===== config.mk =====
export PLATFORM = sky130hd
export DESIGN_NAME = dds_gen_multi
export DESIGN_NICKNAME = d
export VERILOG_FILES = /design/src/rtl/dds_gen_multi.sv
export SDC_FILE = /design/constraint.sdc
export NUM_CORES = 1
export LEC_CHECK = 0
export CORE_ASPECT_RATIO = 1.4
export CORE_MARGIN = 4
export CORE_UTILIZATION = 48
export CTS_CLUSTER_SIZE = 28
export DETAILED_ROUTE_END_ITERATION = 12
export PLACE_DENSITY_LB_ADDON = 0.2
export SLEW_MARGIN = 0
export SYNTH_ARGS = -nofsm -noshare
export SYNTH_HDL_FRONTEND = slang
export SYNTH_SLANG_ARGS = --single-unit

===== constraint.sdc =====
create_clock -name sys_clk -period 8.2 [get_ports sys_clk]
set_input_delay 2.05 -clock sys_clk [delete_from_list [all_inputs] [get_ports sys_clk]]
set_output_delay 2.05 -clock sys_clk [all_outputs]
set_load 0.03 [all_outputs]

===== src/rtl/dds_gen_multi.sv =====
// dds_gen_multi: multi-waveform DDS phase generator with a config handshake,
// wrap-coherent parameter updates, run/hold control and a ping-pong
// frequency sweep.
// Optional build macro: AMP_SCALE_EN. When it is defined, the block gains a
// cfg_amp port and the output sample is scaled by (amp+1)/256.
// Pipeline: acc -> phase -> rom_addr -> (external ROM) -> dac_data.
module dds_gen_multi #(
   parameter int ACC_W      = 32,
   parameter int ADDR_W     = 12,
   parameter int N_WAVE     = 4,
   parameter int WSEL_W     = 2,
   parameter int DATA_W     = 8,
   parameter int F_WORD_RST = 42949,
   parameter int P_WORD_RST = 1024
) (
   input  logic                     sys_clk,
   input  logic                     sys_rst_n,
   input  logic                     run,
   input  logic                     cfg_valid,
   output logic                     cfg_ready,
   input  logic [ACC_W-1:0]         cfg_f_word,
   input  logic [ADDR_W-1:0]        cfg_p_word,
   input  logic [WSEL_W-1:0]        cfg_wave_sel,
`ifdef AMP_SCALE_EN
   input  logic [7:0]               cfg_amp,
`endif
   input  logic                     sweep_en,
   input  logic [ACC_W-1:0]         sweep_step,
   input  logic [ACC_W-1:0]         sweep_f_max,
   output logic [WSEL_W+ADDR_W-1:0] rom_addr,
   input  logic [DATA_W-1:0]        rom_q,
   output logic [DATA_W-1:0]        dac_data,
   output logic                     dac_valid,
   output logic                     wrap,
   output logic [1:0]               state
);

   typedef enum logic [1:0] {
      S_IDLE = 2'b00,
      S_RUN  = 2'b01,
      S_UP   = 2'b10,
      S_DOWN = 2'b11
   } state_t;

   localparam logic [ACC_W-1:0]  F_RST = ACC_W'(F_WORD_RST);
   localparam logic [ADDR_W-1:0] P_RST = ADDR_W'(P_WORD_RST);

   state_t                     state_q, state_d;
   logic [ACC_W-1:0]           acc_q, f_base_q, f_cur_q, f_cur_d;
   logic [ADDR_W-1:0]          p_word_q, phase_q;
   logic [WSEL_W-1:0]          wave_sel_q;
   logic                       wrap_q, pending_q;
   logic [WSEL_W+ADDR_W-1:0]   rom_addr_q;
   logic [DATA_W-1:0]          dac_q, dac_d;
   logic [3:0]                 vld_pipe_q;
   logic [ACC_W-1:0]           sh_f_q;
   logic [ADDR_W-1:0]          sh_p_q;
   logic [WSEL_W-1:0]          sh_ws_q;
   logic [ACC_W:0]             acc_sum, up_sum, dn_lim;
   logic                       apply, degen;

   assign acc_sum = {1'b0, acc_q} + {1'b0, f_cur_q};
   assign up_sum  = {1'b0, f_cur_q} + {1'b0, sweep_step};
   assign dn_lim  = {1'b0, f_base_q} + {1'b0, sweep_step};
   // A sweep range that is empty or has no step pins f_cur to f_base.
   assign degen   = (sweep_f_max <= f_base_q) | (sweep_step == '0);
   // Pending config lands immediately when idle, otherwise only on a wrap.
   assign apply   = pending_q & ((state_q == S_IDLE) | wrap_q);

`ifdef AMP_SCALE_EN
   logic [7:0]          amp_q, sh_amp_q;
   logic [DATA_W+8:0]   prod;
   assign prod  = (DATA_W+9)'(rom_q) * (DATA_W+9)'({1'b0, amp_q} + 9'd1);
   assign dac_d = prod[DATA_W+7:8];
`else
   assign dac_d = rom_q;
`endif

   // Next state and next frequency word; a config apply overrides sweep steps.
   always_comb begin
      state_d = state_q;
      f_cur_d = f_cur_q;
      if (!run) begin
         state_d = S_IDLE;
      end else begin
         case (state_q)
            S_IDLE: begin
               state_d = sweep_en ? S_UP : S_RUN;
               f_cur_d = f_base_q;
            end
            // RUN is only ever entered with sweep_en low, so level == rising edge.
            S_RUN: if (sweep_en) begin
               state_d = S_UP;
               f_cur_d = f_base_q;
            end
            S_UP, S_DOWN: begin
               if (!sweep_en) begin
                  state_d = S_RUN;
                  f_cur_d = f_base_q;
               end else if (wrap_q) begin
                  if (state_q == S_UP) begin
                     if (degen) begin
                        f_cur_d = f_base_q;
                     end else if (up_sum >= {1'b0, sweep_f_max}) begin
                        f_cur_d = sweep_f_max;
                        state_d = S_DOWN;
                     end else begin
                        f_cur_d = up_sum[ACC_W-1:0];
                     end
                  end else begin
                     if ({1'b0, f_cur_q} <= dn_lim) begin
                        f_cur_d = f_base_q;
                        state_d = S_UP;
                     end else begin
                        f_cur_d = f_cur_q - sweep_step;
                     end
                  end
               end
            end
         endcase
      end
      if (apply) begin
         f_cur_d = sh_f_q;
         if (state_d == S_DOWN) state_d = S_UP;
      end
   end

   // Control registers: FSM, frequency words, config shadow and apply.
   always_ff @(posedge sys_clk or negedge sys_rst_n) begin
      if (!sys_rst_n) begin
         state_q    <= S_IDLE;
         f_cur_q    <= F_RST;
         f_base_q   <= F_RST;
         p_word_q   <= P_RST;
         wave_sel_q <= '0;
         pending_q  <= 1'b0;
         sh_f_q     <= F_RST;
         sh_p_q     <= P_RST;
         sh_ws_q    <= '0;
`ifdef AMP_SCALE_EN
         amp_q      <= 8'd255;
         sh_amp_q   <= 8'd255;
`endif
      end else begin
         state_q <= state_d;
         f_cur_q <= f_cur_d;
         if (apply) begin
            f_base_q   <= sh_f_q;
            p_word_q   <= sh_p_q;
            wave_sel_q <= sh_ws_q;
`ifdef AMP_SCALE_EN
            amp_q      <= sh_amp_q;
`endif
            pending_q  <= 1'b0;
         end else if (cfg_valid && !pending_q) begin
            sh_f_q    <= cfg_f_word;
            sh_p_q    <= cfg_p_word;
            sh_ws_q   <= (int'(cfg_wave_sel) >= N_WAVE) ? '0 : cfg_wave_sel;
`ifdef AMP_SCALE_EN
            sh_amp_q  <= cfg_amp;
`endif
            pending_q <= 1'b1;
         end
      end
   end

   // Datapath pipeline; the accumulator holds while idle so the held sample repeats.
   always_ff @(posedge sys_clk or negedge sys_rst_n) begin
      if (!sys_rst_n) begin
         acc_q      <= '0;
         wrap_q     <= 1'b0;
         phase_q    <= '0;
         rom_addr_q <= '0;
         dac_q      <= '0;
         vld_pipe_q <= '0;
      end else begin
         if (state_q != S_IDLE) begin
            acc_q  <= acc_sum[ACC_W-1:0];
            wrap_q <= acc_sum[ACC_W];
         end else begin
            wrap_q <= 1'b0;
         end
         phase_q    <= acc_q[ACC_W-1 -: ADDR_W] + p_word_q;
         rom_addr_q <= {wave_sel_q, phase_q};
         dac_q      <= dac_d;
         vld_pipe_q <= {vld_pipe_q[2:0], run};
      end
   end

   assign cfg_ready = ~pending_q;
   assign rom_addr  = rom_addr_q;
   assign dac_data  = dac_q;
   assign dac_valid = vld_pipe_q[3];
   assign wrap      = wrap_q;
   assign state     = state_q;

endmodule


Run 1, zoomed window:
Bar = 10 um. Region (106, 38) to (146, 78) um. Cells in gray, sequential cells in the stronger gray; small squares are vias.
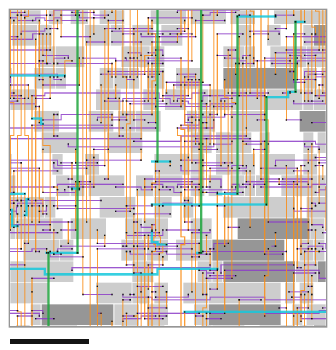
purple -> met1
orange -> met2
cyan -> met3
green -> met4
sequential cells in the window = 6
cells with their middle in the window = 125
netlist names of flops here include = `acc_q` (6)
most frequent = ha_1 (21), o21ai_0 (12), nand2_1 (11)

Run 1, the metal 1 layer:
Bar = 50 um. Supply wires on this layer in gray.
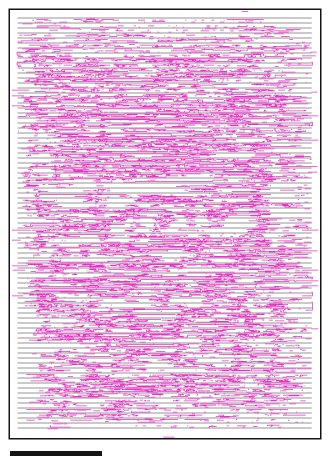
nets with wire on the layer = 2,309
wire length on this layer = 21.5 mm
share of all routed wire = 36%
longest straight run = 79.6 um

Run 1, signal wires on met3:
Bar = 50 um.
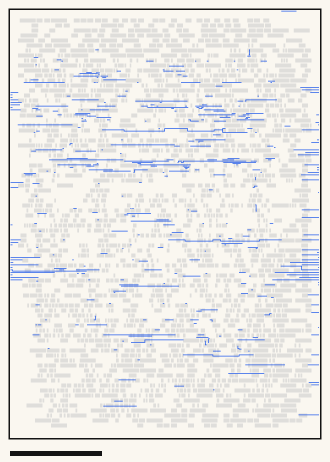
longest straight run = 40.3 um
nets with wire on the layer = 236

Run 1, routing congestion map:
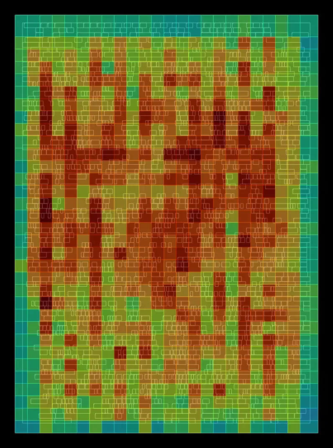
GRT busiest layer: met2
met1 usage: 0.3154
Finished Core Util: 0.5602
total global-route track usage: 0.2987
GRT met2 Usage: 0.5352

## run 1: routing by layer
metal | up-vias | part of all wire
met5 | - | 0
met4 | 0 | 0.095
met3 | 199 | 0.036
met2 | 486 | 0.50
met1 | 7449 | 0.36
li1 | 7594 | -
## run 1: report_power, final
| part | switching, mW | internal, mW |
|---|---|---|
| registers | 0.668 | 1.51 |
| clock network | 0.461 | 0.423 |
| logic | 3.90 | 2.86 |
| total | 5.03 | 4.79 |
## run 1: final cells by class
class,count,area [um^2],share of cell area
multi-input combinational,1593,11470,0.5735
sequential,198,4991,0.2495
inverter,158,593.1,0.02965
clock inverter,14,171.4,0.008569
timing repair buffer,177,1755,0.08776
antenna,1,2.502,0.0001251
clock buffer,18,439.2,0.02196
tap,462,578.1,0.02890
==> results.yml, run 1 <==
# implementation run metrics
timing:
  setup_viol: 0
  fmax_mhz: 127.1
  min_period_ns: 7.867
  skew_ns: 0.01879
  slew_headroom: 0.3312
  fin_setup_tns_ns: 0
  holdWs_ns: 0.3505
  slew_viol_final: 0
  fin_ws_ns: 0.3328
  tightest_slew_ns: 1.003
  period_used_share: 0.9594
worst_setup_path:
  cp-startpoint: "sweep_step[17]"
  worst-path-buf-inv: 3
  crit_end: "f_cur_q[29]"
  cp.depth: 21
  worstPathCellList: "clkdlybuf4s50_1 -> inv_1 -> ha_1 -> nor4_2 -> and4_1 -> o211a_1 -> o211ai_2 -> a2111oi_0 -> o311ai_0 -> a21boi_0 -> nand2b_1 -> ha_1 -> a211oi_1 -> o21ai_0 -> a2111oi_0 -> a31o_2 -> o211a_1 -> buf_12 -> nand3_2 -> nor3_1 -> o22ai_2"
  cp_slowest_cell: "a2111oi_0"
  rr_worst_depth: 21
  crit_arrival_ns: 8.20
  rr_startpoint: "f_cur_q[0]"
  crit_family: "AND-OR/OR-AND gates"
  cp_max_fo: 36
  critPathKind: "in2reg"
  worst_setup_path_start_kind: "primary input"
  crit_required_ns: 8.54
  cp-end-kind: "register"
  r2r_end: "f_cur_q[29]"
  ff2ff_setup_slack_ns: 2.07
clocking:
  clkTransAtPathRegs_ns: 0.08
  clk_latency_ns: 0.47
  cts_made_buffers: 17
  cts_max_level: 4
  cts_setup_buffers: 0
  numClockSinks: 198
  cts_root_buffer: "clkbuf_16"
  postCtsResizedCells: 0
  ctsHoldBuffers: 0
  cts_tree: "done"
  cts.path.max_buffers: 2
die:
  row_count: 82
  chip_area_mm2: 0.03925
  fp.dieW_um: 168.6
  fp_util: 0.4854
  io_pins: 150
  dieHeight_um: 232.8
  coreArea_mm2: 0.03570
global_routing:
  grt_max_degree: 158
  grt_pass1_vias: 15870
  grt_pass1_wl_mm: 89.70
  globalRouteMet3Util: 0.03229
  grt_overflow_total: 0
  antenna_found_initial: 1
drt:
  viasPerCell: 6.001
  drtAntennaViolNets: 0
  vias: 15730
  wirelength_mm: 58.96
  post_drt_wl_per_cell_um: 22.50
  route.detailed.drc: 0
  drt_iter0_drc: 1095
worst_hold_path:
  min_from: "phase_q[3]"
  min_to: "rom_addr[3]"
  min_path_type: "reg2reg"
  min_path_cells: 0
finish:
  drive_gt1_frac: 0.07646
  mostFrequentLayoutCell: "ha_1"
  area_delta_synth_final_pct: 15.41
  fillers: 3314
  layout.cells.most_common_list: "ha_1, nand2_1, dfrtp_1, o21ai_0, inv_1"
  final_area_mm2: 0.02000
synth:
  synth_adder_area_share: 0.1747
  yosys.area_share.aoi: 0.2442
  ys_ff: 198
  largest_area_cell: "dfrtp_1"
  top_cell: "ha_1"
  syn_area_per_cell_um2: 8.550
  xor_share: 0.05811
  ys_chip_area_mm2: 0.01733
  postSynthSeqShare: 0.2880
  synth.logic.top_family: "AND-OR/OR-AND gates"
  synth_stat.cells: 2027
  edf_count: 0
  top_cells_by_count: "ha_1, nand2_1, dfrtp_1"
  top_cells_by_area: "dfrtp_1, ha_1, o21ai_0, dfstp_2, xnor2_1"
  mux_share: 0.03934
  ys.flop_type: "dfrtp_1"
  netlist_area_mm2: 0.01733
  synthCells: 2027
  yosys.area.top_type_share: 0.2440
  simple_gate_area_frac: 0.1434
  syn_nets: 2389
placed_design:
  place_inst: 2588
  pre_cts_ws_ns: 0.1122
  place.gp.congestion: 0.9977
  portBuffers: 149
  dpl-instance-area_mm2: 0.01939
  dpl.hpwl_mm: 48.22
power_and_ir_drop:
  ir_drop_v: 0.0002687
  p_total_mw: 9.824
  power_leakage_nw: 9.018
  p_per_area_mw_per_mm2: 491.1
run_status:
  run_status: "finished clean"
flow_run:
  warning_count: 60
Run 1, selected gate families:
Bar = 50 um.
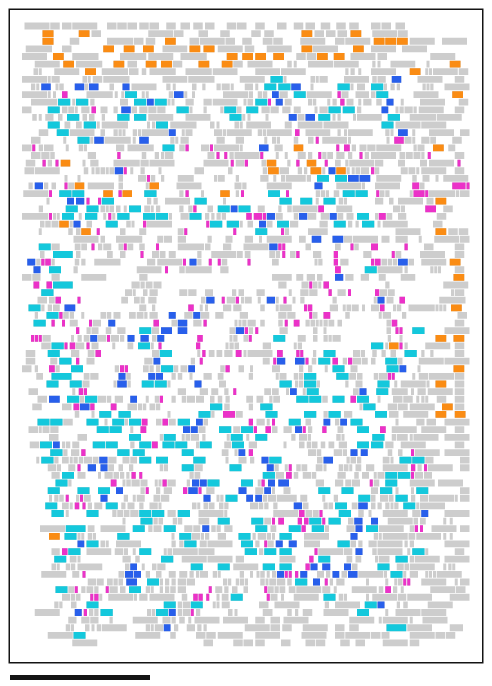

--- run 2 (diff from run 1) ---
CORE_MARGIN = 1.5   (was 4)
CORE_UTILIZATION = 50   (was 48)
Run 2, selected gate families:
Bar = 50 um.
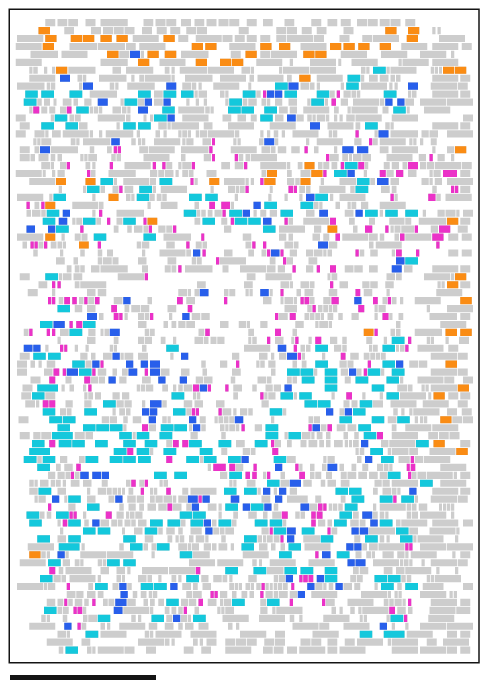
orange -> multiplexers  # cells 62
magenta -> NOR gates  # cells 223, where widely spread
blue -> AND-OR and OR-AND gates  # cells 128, where widely spread
cyan -> adder and majority cells  # cells 239, where widely spread

==> run 2 against run 1 <==
Clock skew about the same. Flip-flop count did not move. Total power barely moved. Cell count decreased by 0.27%. Critical path depth up 3. Worst setup slack improved by 0.23 ns. Via count is 0.18% higher. First-iteration DRC count shrank 8.7%. Register-to-register slack better by 0.16 ns. Sequential share of layout area about the same.
==> results.yml, run 2 <==
# implementation run metrics
finish:
  comb_area_mm2: 0.01147
  final-instance-count-excl-fill: 2614
  drive_gt1_frac: 0.07813
  area_delta_synth_final_pct: 15.33
  n_antenna_cell: 0
  fillers: 3138
  final_area_mm2: 0.01999
  nets: 2512
  flop_area_mm2: 0.004991
  mostFrequentLayoutCell: "ha_1"
  layout.cells.most_common_list: "ha_1, nand2_1, dfrtp_1, o21ai_0, inv_1"
drt:
  met3RoutedLength_mm: 2.357
  met2_length_mm: 29.72
  vias: 15760
  m1WireLength_mm: 20.97
  drt_iter0_drc: 1000
  wirelength_mm: 58.39
  post_drt_wl_per_cell_um: 22.34
  top_layer_used: "met4"
  dr.pass1.iters: 5
  route.detailed.drc: 0
  viasPerCell: 6.028
  drtAntennaViolNets: 0
flow_run:
  max_cap_viol_count: 0
  warning_count: 59
global_routing:
  grt_overflow_total: 0
  antenna_found_initial: 0
  grt_max_degree: 155
  grt_use_met2: 0.5945
  globalRouteMet3Util: 0.03588
  grt_pass1_vias: 15720
  grtUsageTotal: 0.3273
  grt.met1_usage: 0.3391
  grt_pass1_wl_mm: 88.27
  busiest_layer: "met2"
timing:
  fin_setup_tns_ns: 0
  fmax_mhz: 130.9
  setup_viol: 0
  skew_ns: 0.01892
  rsz0062_at_grt: "no"
  slew_headroom: 0.4000
  slew_viol_final: 0
  finalHoldViolations: 0
  period_used_share: 0.9317
  min_period_ns: 7.640
  tightest_slew_ns: 0.9001
synth:
  ys_types: 78
  synth_stat.cells: 2027
  synth.logic.top_family: "AND-OR/OR-AND gates"
  ys_chip_area_mm2: 0.01733
  ys_warn_count: 0
  yosys.area.top_type_share: 0.2440
  xor_share: 0.05811
  ys.flop_type: "dfrtp_1"
  async_reset_ff_frac: 1.000
  synthCells: 2027
  top_cells_by_area: "dfrtp_1, ha_1, o21ai_0, dfstp_2, xnor2_1"
  edf_count: 0
  simple_gate_area_frac: 0.1434
  mux_share: 0.03934
  top_cells_by_count: "ha_1, nand2_1, dfrtp_1"
  syn_area_per_cell_um2: 8.550
  yosys.area_share.aoi: 0.2442
  netlist_area_mm2: 0.01733
  syn_nets: 2389
  top_cell: "ha_1"
  largest_area_cell: "dfrtp_1"
  ys_ff: 198
  synth_adder_area_share: 0.1747
  postSynthSeqShare: 0.2880
worst_setup_path:
  worst_setup_path_start_kind: "primary input"
  cp.depth: 24
  r2r_end: "f_cur_q[5]"
  crit_end: "f_cur_q[5]"
  critPathKind: "in2reg"
  cp-startpoint: "sweep_step[0]"
  worstPathCellList: "clkdlybuf4s50_1 -> ha_1 -> fa_1 -> a211oi_1 -> o21ai_1 -> o31a_1 -> a2bb2oi_1 -> a31o_2 -> a21o_1 -> a21o_1 -> a311o_1 -> a21oi_1 -> xor2_1 -> ha_1 -> nand4_1 -> nor2_1 -> a211oi_1 -> a211o_1 -> a2111o_1 -> o21ai_0 -> buf_4 -> o22ai_1 -> a31oi_1 -> o22ai_1"
  crit_arrival_ns: 7.97
  ff2ff_setup_slack_ns: 2.23
  rr_startpoint: "f_base_q[0]"
  slowest_delay_ns: 0.53
  cp_max_fo: 8
  rr_worst_depth: 23
  crit_required_ns: 8.53
  cp-end-kind: "register"
  cp_slowest_cell: "clkdlybuf4s50_1"
  crit_family: "AND-OR/OR-AND gates"
  worst-path-buf-inv: 2
clocking:
  postCtsResizedCells: 0
  cts_max_level: 4
  cts_tree: "done"
  clk_latency_ns: 0.47
  clkTransAtPathRegs_ns: 0.09
  cts_setup_buffers: 0
  numClockSinks: 198
  cts_made_buffers: 17
  ctsHoldBuffers: 0
  cts_root_buffer: "clkbuf_16"
  cts.path.max_buffers: 2
worst_hold_path:
  min_to: "rom_addr[1]"
  min_path_cells: 0
  min_path_type: "reg2reg"
  min_from: "phase_q[1]"
die:
  fp.dieW_um: 160.4
  coreArea_mm2: 0.03413
  chip_area_mm2: 0.03580
  row_count: 80
  dieHeight_um: 223.3
  io_pins: 150
  fp_util: 0.5078
placed_design:
  portBuffers: 149
  place.gp.congestion: 0.9984
  dpl-instance-area_mm2: 0.01939
  dpl.hpwl_mm: 47.25
  place_inst: 2582
power_and_ir_drop:
  p_per_area_mw_per_mm2: 491.3
  power_leakage_nw: 9.027
  ir_drop_v: 0.0002127
run_status:
  run_status: "finished clean"
run 2: area by class of cell:
type,count,area share
multi-input combinational,1593,0.5739
sequential,198,0.2497
timing repair buffer,182,0.08845
inverter,158,0.02967
tap,451,0.02823
clock buffer,17,0.02128
clock inverter,15,0.008763
run 2: power by group:
part	switching [mW]	internal, mW	total [mW]
clock	0.460	0.414	0.874
sequential	0.667	1.51	2.18
combinational	3.93	2.84	6.77
total	5.05	4.77	9.82
run 2: through the flow:
stage	util	power [mW]	hold slack, ns	worst slack, ns
2_1_floorplan	-	6.765	0.3312	1.332
3_3_place_gp	0.5680	8.703	0.3313	0.2614
3_5_place_dp	0.5680	8.841	0.3347	0.1368
4_1_cts	0.5856	9.770	0.3536	0.6217
5_1_grt	0.5856	10.62	0.3550	0.1553
6_report	0.5856	9.820	0.3497	0.5600
Run 2, routing congestion map:
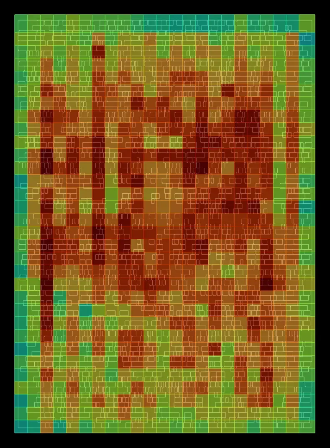

--- run 3 (diff from run 2) ---
CAP_MARGIN = 40   (was unset)
SLEW_MARGIN = 30   (was 0)
clock period = 6.8 ns   (was 8.2 ns; I/O delays follow)
Run 3, routing congestion map:
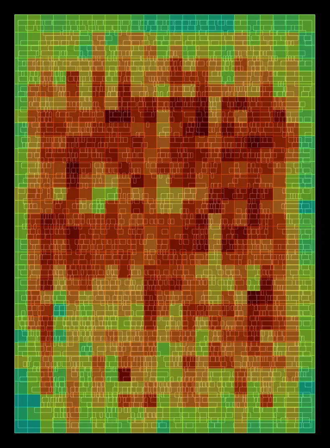
met1 usage: 0.3555
Finished Core Util: 0.6271
total global-route track usage: 0.3416
met3 Usage GRT: 0.04016

==> run 3 against run 2 <==
Via count increased by 6.1%. Sequential power up 21%. Highest routed layer is now met5. Synthesized cell count is the same.
==> results.yml, run 3 <==
# implementation run metrics
power_and_ir_drop:
  clk-power_mw: 1.04
  switching_share: 0.4953
  p_int_mw: 6.541
  seq_power_mw: 2.63
  comb_power_mw: 9.29
  p_total_mw: 12.96
  ir_drop_v: 0.0002959
  sequentialPowerShare: 0.203
  switching_power_mw: 6.420
  clkPwrFrac: 0.080
  p_per_area_mw_per_mm2: 605.5
  top_power_group: "combinational cells"
  comb_power_share: 0.717
  power_leakage_nw: 9.858
finish:
  nClkBuffers: 19
  drive_gt1_frac: 0.1528
  flop_area_mm2: 0.004991
  n_all_inverters: 158
  buffers: 343
  mostFrequentLayoutCell: "ha_1"
  layout.cells.most_common_list: "ha_1, nand2_1, buf_4, dfrtp_1, inv_1"
  buf_share: 0.1430
  final_area_mm2: 0.02140
  area_delta_synth_final_pct: 23.50
  seq_share: 0.2332
  final-instance-count-excl-fill: 2776
  n_antenna_cell: 1
  nMultiInputCombCells: 1593
  comb_share: 0.5417
  comb_area_mm2: 0.01159
  nets: 2673
  largest_class: "combinational gates"
  fillers: 2995
timing:
  finalHoldViolations: 0
  rsz0062_at_grt: "no"
  skew_ns: 0.01884
  period_used_share: 0.9734
  tightest_slew_ns: 0.9196
  holdWs_ns: 0.3503
  fmax_mhz: 151.1
  slew_viol_final: 0
  fin_ws_ns: 0.1809
  min_period_ns: 6.619
  slew_headroom: 0.3870
  fin_setup_tns_ns: 0
  setup_viol: 0
synth:
  synthCells: 2027
  ys_chip_area_mm2: 0.01733
  ys_warn_count: 0
  top_cells_by_area: "dfrtp_1, ha_1, o21ai_0, dfstp_2, xnor2_1"
  yosys.area.top_type_share: 0.2440
  ys.flop_type: "dfrtp_1"
  postSynthSeqShare: 0.2880
  netlist_area_mm2: 0.01733
  top_cells_by_count: "ha_1, nand2_1, dfrtp_1"
  top_cell: "ha_1"
  synth_stat.cells: 2027
  ys_types: 78
  edf_count: 0
  syn_area_per_cell_um2: 8.550
  largest_area_cell: "dfrtp_1"
  ys_ff: 198
  syn_nets: 2389
clocking:
  cts_made_buffers: 17
  cts_tree: "done"
  numClockSinks: 198
  cts_setup_buffers: 0
  ctsHoldBuffers: 0
  postCtsResizedCells: 2
  clk_latency_ns: 0.47
  cts_root_buffer: "clkbuf_16"
  clkTransAtPathRegs_ns: 0.08
  cts_max_level: 4
  cts.path.max_buffers: 2
drt:
  met3RoutedLength_mm: 2.735
  drtAntennaViolNets: 0
  viasPerCell: 6.024
  route.detailed.drc: 0
  vias: 16720
  met2_length_mm: 30.51
  dr.pass1.iters: 5
  m1WireLength_mm: 21.59
  wirelength_mm: 60.90
  post_drt_wl_per_cell_um: 21.94
  top_layer_used: "met5"
  drt_iter0_drc: 978
worst_setup_path:
  rr_startpoint: "f_base_q[0]"
  crit_arrival_ns: 6.96
  r2r_end: "f_cur_q[29]"
  worst-path-buf-inv: 6
  crit_family: "AND-OR/OR-AND gates"
  crit_end: "f_cur_q[27]"
  crit_required_ns: 7.14
  cp-startpoint: "sweep_step[7]"
  rr_worst_depth: 24
  worst_setup_path_start_kind: "primary input"
  cp.depth: 25
  cp_max_fo: 5
  ff2ff_setup_slack_ns: 1.27
  cp-end-kind: "register"
  slowest_delay_ns: 0.51
  cp_slowest_cell: "clkdlybuf4s50_1"
  critPathKind: "in2reg"
placed_design:
  place_inst: 2739
  place.gp.congestion: 0.9908
  pre_cts_ws_ns: -0.6335
  dpl-instance-area_mm2: 0.02063
  portBuffers: 149
  dpl.hpwl_mm: 49.61
die:
  coreArea_mm2: 0.03413
  chip_area_mm2: 0.03580
  fp_util: 0.5078
  nWellTaps: 451
  row_count: 80
  dieHeight_um: 223.3
  fp.dieW_um: 160.4
  io_pins: 150
global_routing:
  grt_overflow_total: 0
  grt_pass1_vias: 16680
  grt_max_degree: 156
  grt_pass1_wl_mm: 92.57
flow_run:
  max_cap_viol_count: 0
  warning_count: 60
worst_hold_path:
  min_path_type: "reg2reg"
  min_to: "rom_addr[3]"
  min_path_cells: 0
  min_from: "phase_q[3]"
run_status:
  run_status: "finished clean"
[run 3: cell count changes in the layout (fill, tap and decap cells not counted), sizes merged]
| cell | previous run | this run |
|---|---|---|
| inv | 166 | 164 |
| buf | 33 | 194 |
| dlymetal6s2s | 0 | 1 |
| clkdlybuf4s50 | 148 | 147 |
| diode | 0 | 1 |
| clkbuf | 18 | 20 |
[run 3: logic make-up after synthesis]
family,after synthesis,share of synthesized area
fa+ha+maj,239,0.1747
simple gates,535,0.1434
buf+inv,236,0.05234
xor+xnor,115,0.05811
compound gates,642,0.2442
flops,198,0.2880
mux,62,0.03934
[run 3: layer usage]
layer  global-route usage  up-vias
met3              0.04016      229
met2               0.6087      589
met4               0.2954        2
met1               0.3555     7950
li1                     -     7954
met5                    0        -
Power figures rest on the tool's default switching activity, not on a simulated workload.
